==> src/rtl/pll_rst_pkg.sv <==
// Shared types and constants for the PLL reset sequencer: sequencer states,
// subsystem reset-bit positions and counter sizing helper.
package pll_rst_pkg;

    typedef enum logic [1:0] {
        WAIT_LOCK,
        STABLE,
        RELEASE,
        RUN
    } seq_state_t;

    localparam int unsigned RST_TIMERS = 0;
    localparam int unsigned RST_VIDEO  = 1;
    localparam int unsigned RST_CPU    = 2;

    // Width of a counter that must hold values 0..n-1; never narrower than 1 bit.
    function automatic int unsigned cnt_width(input int unsigned n);
        return (n > 1) ? $clog2(n) : 1;
    endfunction

endpackage

==> src/rtl/sync_ff_chain.sv <==
// Parameterised-depth flip-flop synchroniser for a single asynchronous input,
// cleared to 0 by the asynchronous active-low reset.
module sync_ff_chain #(
    parameter int unsigned STAGES = 2
) (
    input  logic clock,
    input  logic resetn,
    input  logic d,
    output logic q
);

    logic [STAGES-1:0] sync_q;
    logic [STAGES-1:0] sync_d;

    always_comb begin
        sync_d = {sync_q[STAGES-2:0], d};
    end

    always_ff @(posedge clock or negedge resetn) begin
        if (!resetn) begin
            sync_q <= '0;
        end else begin
            sync_q <= sync_d;
        end
    end

    assign q = sync_q[STAGES-1];

endmodule

==> src/rtl/pll_reset_sequencer.sv <==
// Qualifies the synchronised PLL lock and releases subsystem resets in order
// (timers/audio/SD, video, CPU); re-asserts all resets and logs lock losses.
module pll_reset_sequencer #(
    parameter int unsigned SYNC_STAGES   = 2,
    parameter int unsigned STABLE_CYCLES = 1024,
    parameter int unsigned STAGE_GAP     = 16,
    parameter int unsigned NUM_STAGES    = 3,
    parameter int unsigned LOSS_CNT_W    = 8
) (
    input  logic                  clock,
    input  logic                  resetn,
    input  logic                  pll_locked,
    input  logic                  sw_reset_req,
    input  logic                  clear_status,
    output logic [NUM_STAGES-1:0] rst_out,
    output logic                  ready,
    output logic                  lock_lost,
    output logic [LOSS_CNT_W-1:0] lock_loss_count
);

    import pll_rst_pkg::*;

    localparam int unsigned STB_W = cnt_width(STABLE_CYCLES);
    localparam int unsigned GAP_W = cnt_width(STAGE_GAP);
    localparam int unsigned IDX_W = cnt_width(NUM_STAGES);

    logic locked_s;

    sync_ff_chain #(
        .STAGES(SYNC_STAGES)
    ) u_lock_sync (
        .clock (clock),
        .resetn(resetn),
        .d     (pll_locked),
        .q     (locked_s)
    );

    seq_state_t            state_q,      state_d;
    logic [STB_W-1:0]      stable_cnt_q, stable_cnt_d;
    logic [GAP_W-1:0]      gap_cnt_q,    gap_cnt_d;
    logic [IDX_W-1:0]      idx_q,        idx_d;
    logic [NUM_STAGES-1:0] rst_out_q,    rst_out_d;
    logic                  ready_q,      ready_d;
    logic                  lock_lost_q,  lock_lost_d;
    logic [LOSS_CNT_W-1:0] loss_cnt_q,   loss_cnt_d;
    logic                  loss;

    always_comb begin
        state_d      = state_q;
        stable_cnt_d = stable_cnt_q;
        gap_cnt_d    = gap_cnt_q;
        idx_d        = idx_q;
        rst_out_d    = rst_out_q;
        ready_d      = ready_q;
        lock_lost_d  = lock_lost_q;
        loss_cnt_d   = loss_cnt_q;
        loss         = 1'b0;

        if (clear_status) begin
            lock_lost_d = 1'b0;
            loss_cnt_d  = '0;
        end

        case (state_q)
            WAIT_LOCK: begin
                rst_out_d = '1;
                ready_d   = 1'b0;
                if (locked_s) begin
                    state_d      = STABLE;
                    stable_cnt_d = '0;
                end
            end
            STABLE: begin
                if (!locked_s) begin
                    state_d = WAIT_LOCK;
                end else if (stable_cnt_q == STB_W'(STABLE_CYCLES - 1)) begin
                    state_d   = RELEASE;
                    gap_cnt_d = '0;
                    idx_d     = IDX_W'(RST_TIMERS);
                end else begin
                    stable_cnt_d = stable_cnt_q + STB_W'(1);
                end
            end
            RELEASE, RUN: begin
                // Lock loss outranks a software request on the same edge.
                if (!locked_s) begin
                    loss = 1'b1;
                end else if (sw_reset_req) begin
                    rst_out_d    = '1;
                    ready_d      = 1'b0;
                    state_d      = STABLE;
                    stable_cnt_d = '0;
                end else if (state_q == RELEASE) begin
                    if (gap_cnt_q == GAP_W'(STAGE_GAP - 1)) begin
                        rst_out_d = rst_out_q & ~(NUM_STAGES'(1) << idx_q);
                        gap_cnt_d = '0;
                        if (idx_q == IDX_W'(NUM_STAGES - 1)) begin
                            state_d = RUN;
                            ready_d = 1'b1;
                        end else begin
                            idx_d = idx_q + IDX_W'(1);
                        end
                    end else begin
                        gap_cnt_d = gap_cnt_q + GAP_W'(1);
                    end
                end
            end
            default: begin
                state_d   = WAIT_LOCK;
                rst_out_d = '1;
                ready_d   = 1'b0;
            end
        endcase

        if (loss) begin
            state_d     = WAIT_LOCK;
            rst_out_d   = '1;
            ready_d     = 1'b0;
            lock_lost_d = 1'b1;
            // A coinciding clear has already zeroed loss_cnt_d, so this yields 1.
            if (loss_cnt_d != '1) begin
                loss_cnt_d = loss_cnt_d + LOSS_CNT_W'(1);
            end
        end
    end

    always_ff @(posedge clock or negedge resetn) begin
        if (!resetn) begin
            state_q      <= WAIT_LOCK;
            stable_cnt_q <= '0;
            gap_cnt_q    <= '0;
            idx_q        <= '0;
            rst_out_q    <= '1;
            ready_q      <= 1'b0;
            lock_lost_q  <= 1'b0;
            loss_cnt_q   <= '0;
        end else begin
            state_q      <= state_d;
            stable_cnt_q <= stable_cnt_d;
            gap_cnt_q    <= gap_cnt_d;
            idx_q        <= idx_d;
            rst_out_q    <= rst_out_d;
            ready_q      <= ready_d;
            lock_lost_q  <= lock_lost_d;
            loss_cnt_q   <= loss_cnt_d;
        end
    end

    assign rst_out         = rst_out_q;
    assign ready           = ready_q;
    assign lock_lost       = lock_lost_q;
    assign lock_loss_count = loss_cnt_q;

endmodule

==> config.mk <==
export PLATFORM = sky130hd
export DESIGN_NAME = pll_reset_sequencer
export DESIGN_NICKNAME = d
export VERILOG_FILES = /design/src/rtl/pll_rst_pkg.sv /design/src/rtl/sync_ff_chain.sv /design/src/rtl/pll_reset_sequencer.sv
export SDC_FILE = /design/constraint.sdc
export NUM_CORES = 1
export LEC_CHECK = 0
export ABC_AREA = 1
export CORE_UTILIZATION = 35
export CTS_CLUSTER_SIZE = 10
export DETAILED_ROUTE_END_ITERATION = 10
export GPL_TIMING_DRIVEN = 0
export SLEW_MARGIN = 30
export SYNTH_ARGS = -nofsm -noshare
export SYNTH_HDL_FRONTEND = slang
export SYNTH_HIERARCHICAL = 1
export SYNTH_SLANG_ARGS = --single-unit
==> constraint.sdc <==
create_clock -name clock -period 2.4 [get_ports clock]
set_clock_uncertainty 0.2 [all_clocks]
set_input_delay 0.48 -clock clock [delete_from_list [all_inputs] [get_ports clock]]
set_output_delay 0.48 -clock clock [all_outputs]
set_load 0.02 [all_outputs]
### Signal wires on met1

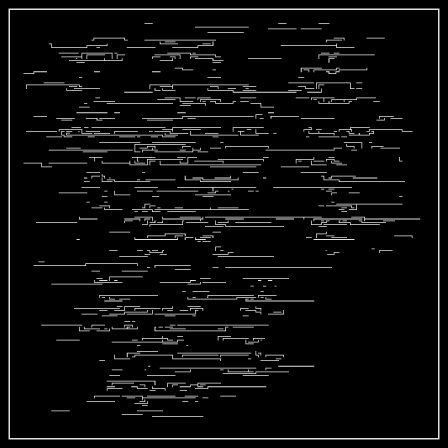
The layer carries 1930 um of wire. The longest straight run is 21.2 um. 262 nets have wire on it. The wires run mostly horizontal. The layer holds 51% of the routed length.

### Met2 routing

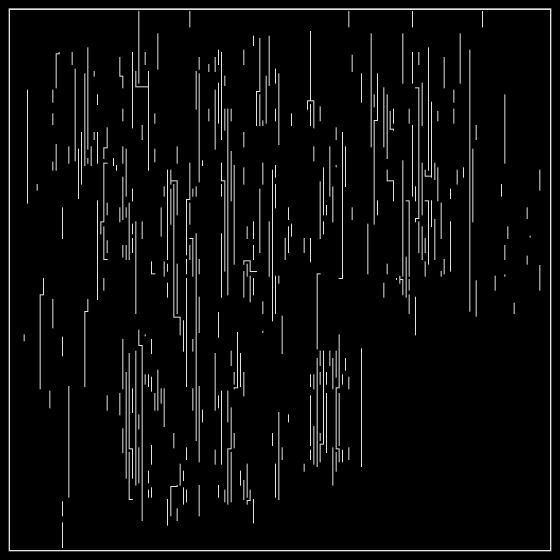
228 nets have wire on it. The wires run mostly vertical.
met2 track demand over resource in global routing: 24.9%
final wirelength: 3790 um

### Met3 routing

Bar = 20 um. Cells faint in the background.
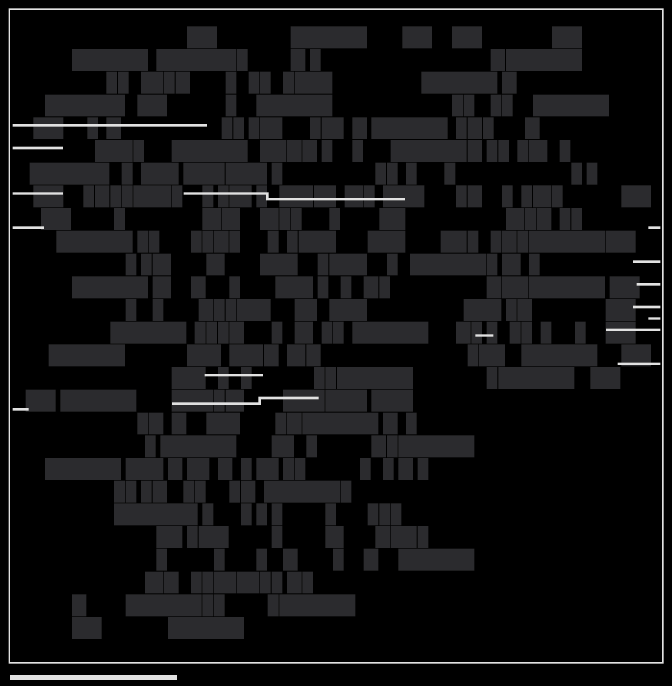
The wires run mostly horizontal. The layer carries 115 um of wire.

### Where the registers sit

Bar = 20 um. Other sequential cells in the stronger grey, the rest of the logic in the fainter grey.
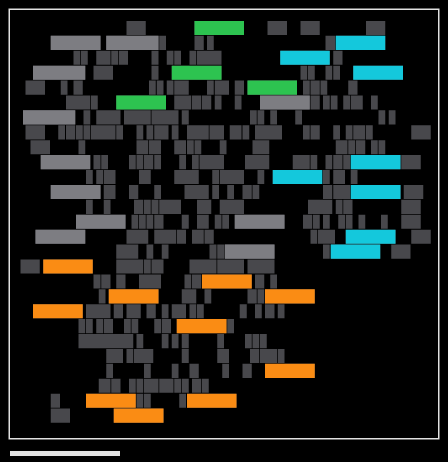
Key: green = gap_cnt_q [flops 4, where north]; orange = stable_cnt_q [flops 10]; cyan = lock_loss_count [flops 8]
Another 11 sequential cells are not coloured.

### Routing congestion map

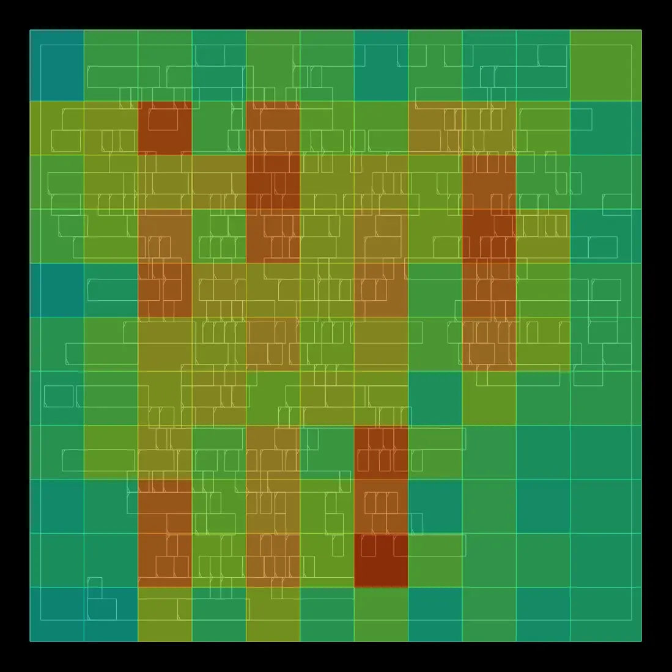
global routing met3 resource utilization: 3.49%
met1 track demand over resource: 18.1%
routed length per placed instance: 10.4 um
final standard cell utilization of the core: 43.7%
most used routing layer: met2

## worst max-delay path by stage
stage	cells past startpoint	slack (ps)	from	to
global placement	1	-120	resetn	lock_loss_count[6]
global route	9	60	clear_status	lock_loss_count[0]
floorplan	11	560	state_q[0]	stable_cnt_q[5]
detailed placement	8	-10	clear_status	lock_loss_count[6]
CTS	10	280	state_q[1]	stable_cnt_q[9]
finish	10	280	state_q[1]	stable_cnt_q[9]
## per-stage QoR
stage          worst slack (ps)  instances  setup TNS [ps]  cell area, um^2
4_1_cts                     277        365               0             2420
2_1_floorplan               556        266               0             2030
3_5_place_dp              -13.3        356           -13.3             2310
5_1_grt                    61.1        365               0             2420
6_report                    285        365               0             2420
3_3_place_gp               -121        355           -3590             2290
## what timing repair did
action	CTS	global route
hold endpoints to repair	11	0
setup buffers	0	0
hold buffers	1	0
==> tab_implementation.tex <==
% Yosys + OpenROAD metrics
\begin{tabular}{lr}
\hline
Metric & Value \\
\hline
\multicolumn{2}{l}{\textbf{Status}} \\
Outcome & finished clean \\
\multicolumn{2}{l}{\textbf{Finish}} \\
Proportion of cell area occupied by registers & 34.3\% \\
Number of buffers outside the clock class in the layout & 21 \\
Proportion of final cell area spent on non-clock buffers & 9.05\% \\
Area of the multi-input gates & 0.00104 mm\^{}2 \\
Area growth from synthesis to layout & 19.5\% \\
Top class by area & combinational gates \\
Final Net Count & 309 \\
Most instantiated logic cell after routing & nand2\_1 \\
Clock-cell share of area & 4.19\% \\
Count of sequential standard cells & 33 \\
\#MultiIn Comb & 194 \\
Fillers & 595 \\
Share of cell area taken by multi-input logic gates & 42.9\% \\
Fraction of layout cells with a size suffix above 1 & 10.9\% \\
\multicolumn{2}{l}{\textbf{Worst setup path}} \\
Dominant delay contributor by cell family on the critical path & simple AND/OR/NAND/NOR gates \\
Reg2Reg Launch Point & state\_q[1] \\
Register-to-register setup slack & 280 ps \\
Required @ worst endpoint & 2420 ps \\
Path depth of the worst reg2reg path & 10 \\
Launching element type of the critical path & flop \\
Buffers and inverters on the worst path & 3 \\
Largest driver fanout on the critical path & 10 \\
Reg2Reg Capture Point & stable\_cnt\_q[9] \\
Biggest cell delay along the critical path & 470 ps \\
\multicolumn{2}{l}{\textbf{Final timing}} \\
Worst hold slack & 147 ps \\
Slew at the pin with the worst max-slew slack & 402 ps \\
Number of failing setup endpoints in the final timing report & 0 \\
Worst slew margin & 73.1\% \\
Final cycle utilization of the critical path & 88.1\% \\
Total count of hold-check failures in the final report & 0 \\
\multicolumn{2}{l}{\textbf{Synth}} \\
Simple-gate area share of the yosys netlist & 34.4\% \\
Number of cells in Yosys stat & 266 \\
Synth Area per Inst & 7.62 um\^{}2 \\
Number of nets at floorplan & 283 \\
Cells after synthesis & 266 \\
Number of warnings printed during yosys synthesis & 6 \\
Top cell area share & 37.1\% \\
Synth async-reset ratio & 100\% \\
Area fraction in mux cells & 0\% \\
Dominant kind of combinational cell & simple AND/OR/NAND/NOR gates \\
Predominant post-synthesis flop cell & dfrtp\_1 \\
Synth Area in Adders & 7.41\% \\
Post-synth regs & 33 \\
Synth top cell by count & nand2\_1 \\
Yosys top cell by area & dfrtp\_1 \\
Number of enable-type register cells in the synthesized netlist & 0 \\
Number of library cell types mapped by synthesis & 32 \\
\multicolumn{2}{l}{\textbf{Detailed routing}} \\
Routed met3 length & 114 um \\
Post-detailed-route via-to-cell ratio & 4.58 \\
Uppermost routed layer & met4 \\
Violation count after the first detailed-routing iteration & 43 \\
Number of design rule violations left after detail routing & 0 \\
Amount of wire on met2 after detailed routing & 1700 um \\
Total number of vias & 1672 \\
Routed length on met1 & 1930 um \\
\multicolumn{2}{l}{\textbf{Power}} \\
Logic power comb & 1.08 mW \\
Part of the power in the clock network & 20.2\% \\
Seq group & 742 uW \\
Dominant power group & combinational logic \\
Clk power & 461 uW \\
Sequential cell fraction of total power & 32.5\% \\
P\_int & 1.29 mW \\
Maximum resistive drop on vdd & 0.000570 V \\
Final Power & 2.28 mW \\
Reported leakage power & 1.13 nW \\
Power per standard cell area & 943 mW/mm\^{}2 \\
Relative contribution of combinational cells to total power & 47.3\% \\
\multicolumn{2}{l}{\textbf{Floorplanning}} \\
Initial core utilization & 36.6\% \\
Std-Cell Rows & 27 \\
Std-Cell Core Area & 0.00554 mm\^{}2 \\
Ports & 18 \\
Tap cell count & 72 \\
\multicolumn{2}{l}{\textbf{Clock network}} \\
Inserted Clock Buffers & 5 \\
Level count of the clock H-tree & 2 \\
Clock slew seen by the registers of the worst setup and hold paths & 70 ps \\
Clock root buffer & clkbuf\_8 \\
CTS sink count & 33 \\
\multicolumn{2}{l}{\textbf{Global routing}} \\
Largest net degree at the start of global routing & 20 \\
Number of global-route vias before repair & 1616 \\
Global-route usage over all layers & 14.6\% \\
Overflow after GRT & 0 \\
Antenna violations before repair & 0 \\
\multicolumn{2}{l}{\textbf{Min path}} \\
Worst Hold Depth & 0 \\
Launch point of the worst hold path & u\_lock\_sync/sync\_q[0] \\
Class of the worst hold path & flop to flop \\
\multicolumn{2}{l}{\textbf{Place}} \\
Number of buffers inserted by port buffering & 17 \\
Final RePlAce weighted congestion & 0.795 \\
\multicolumn{2}{l}{\textbf{Job}} \\
Number of maximum-capacitance constraint violations & 0 \\
\hline
\end{tabular}
No activity file was given, so power comes from the tool's default toggle rates.
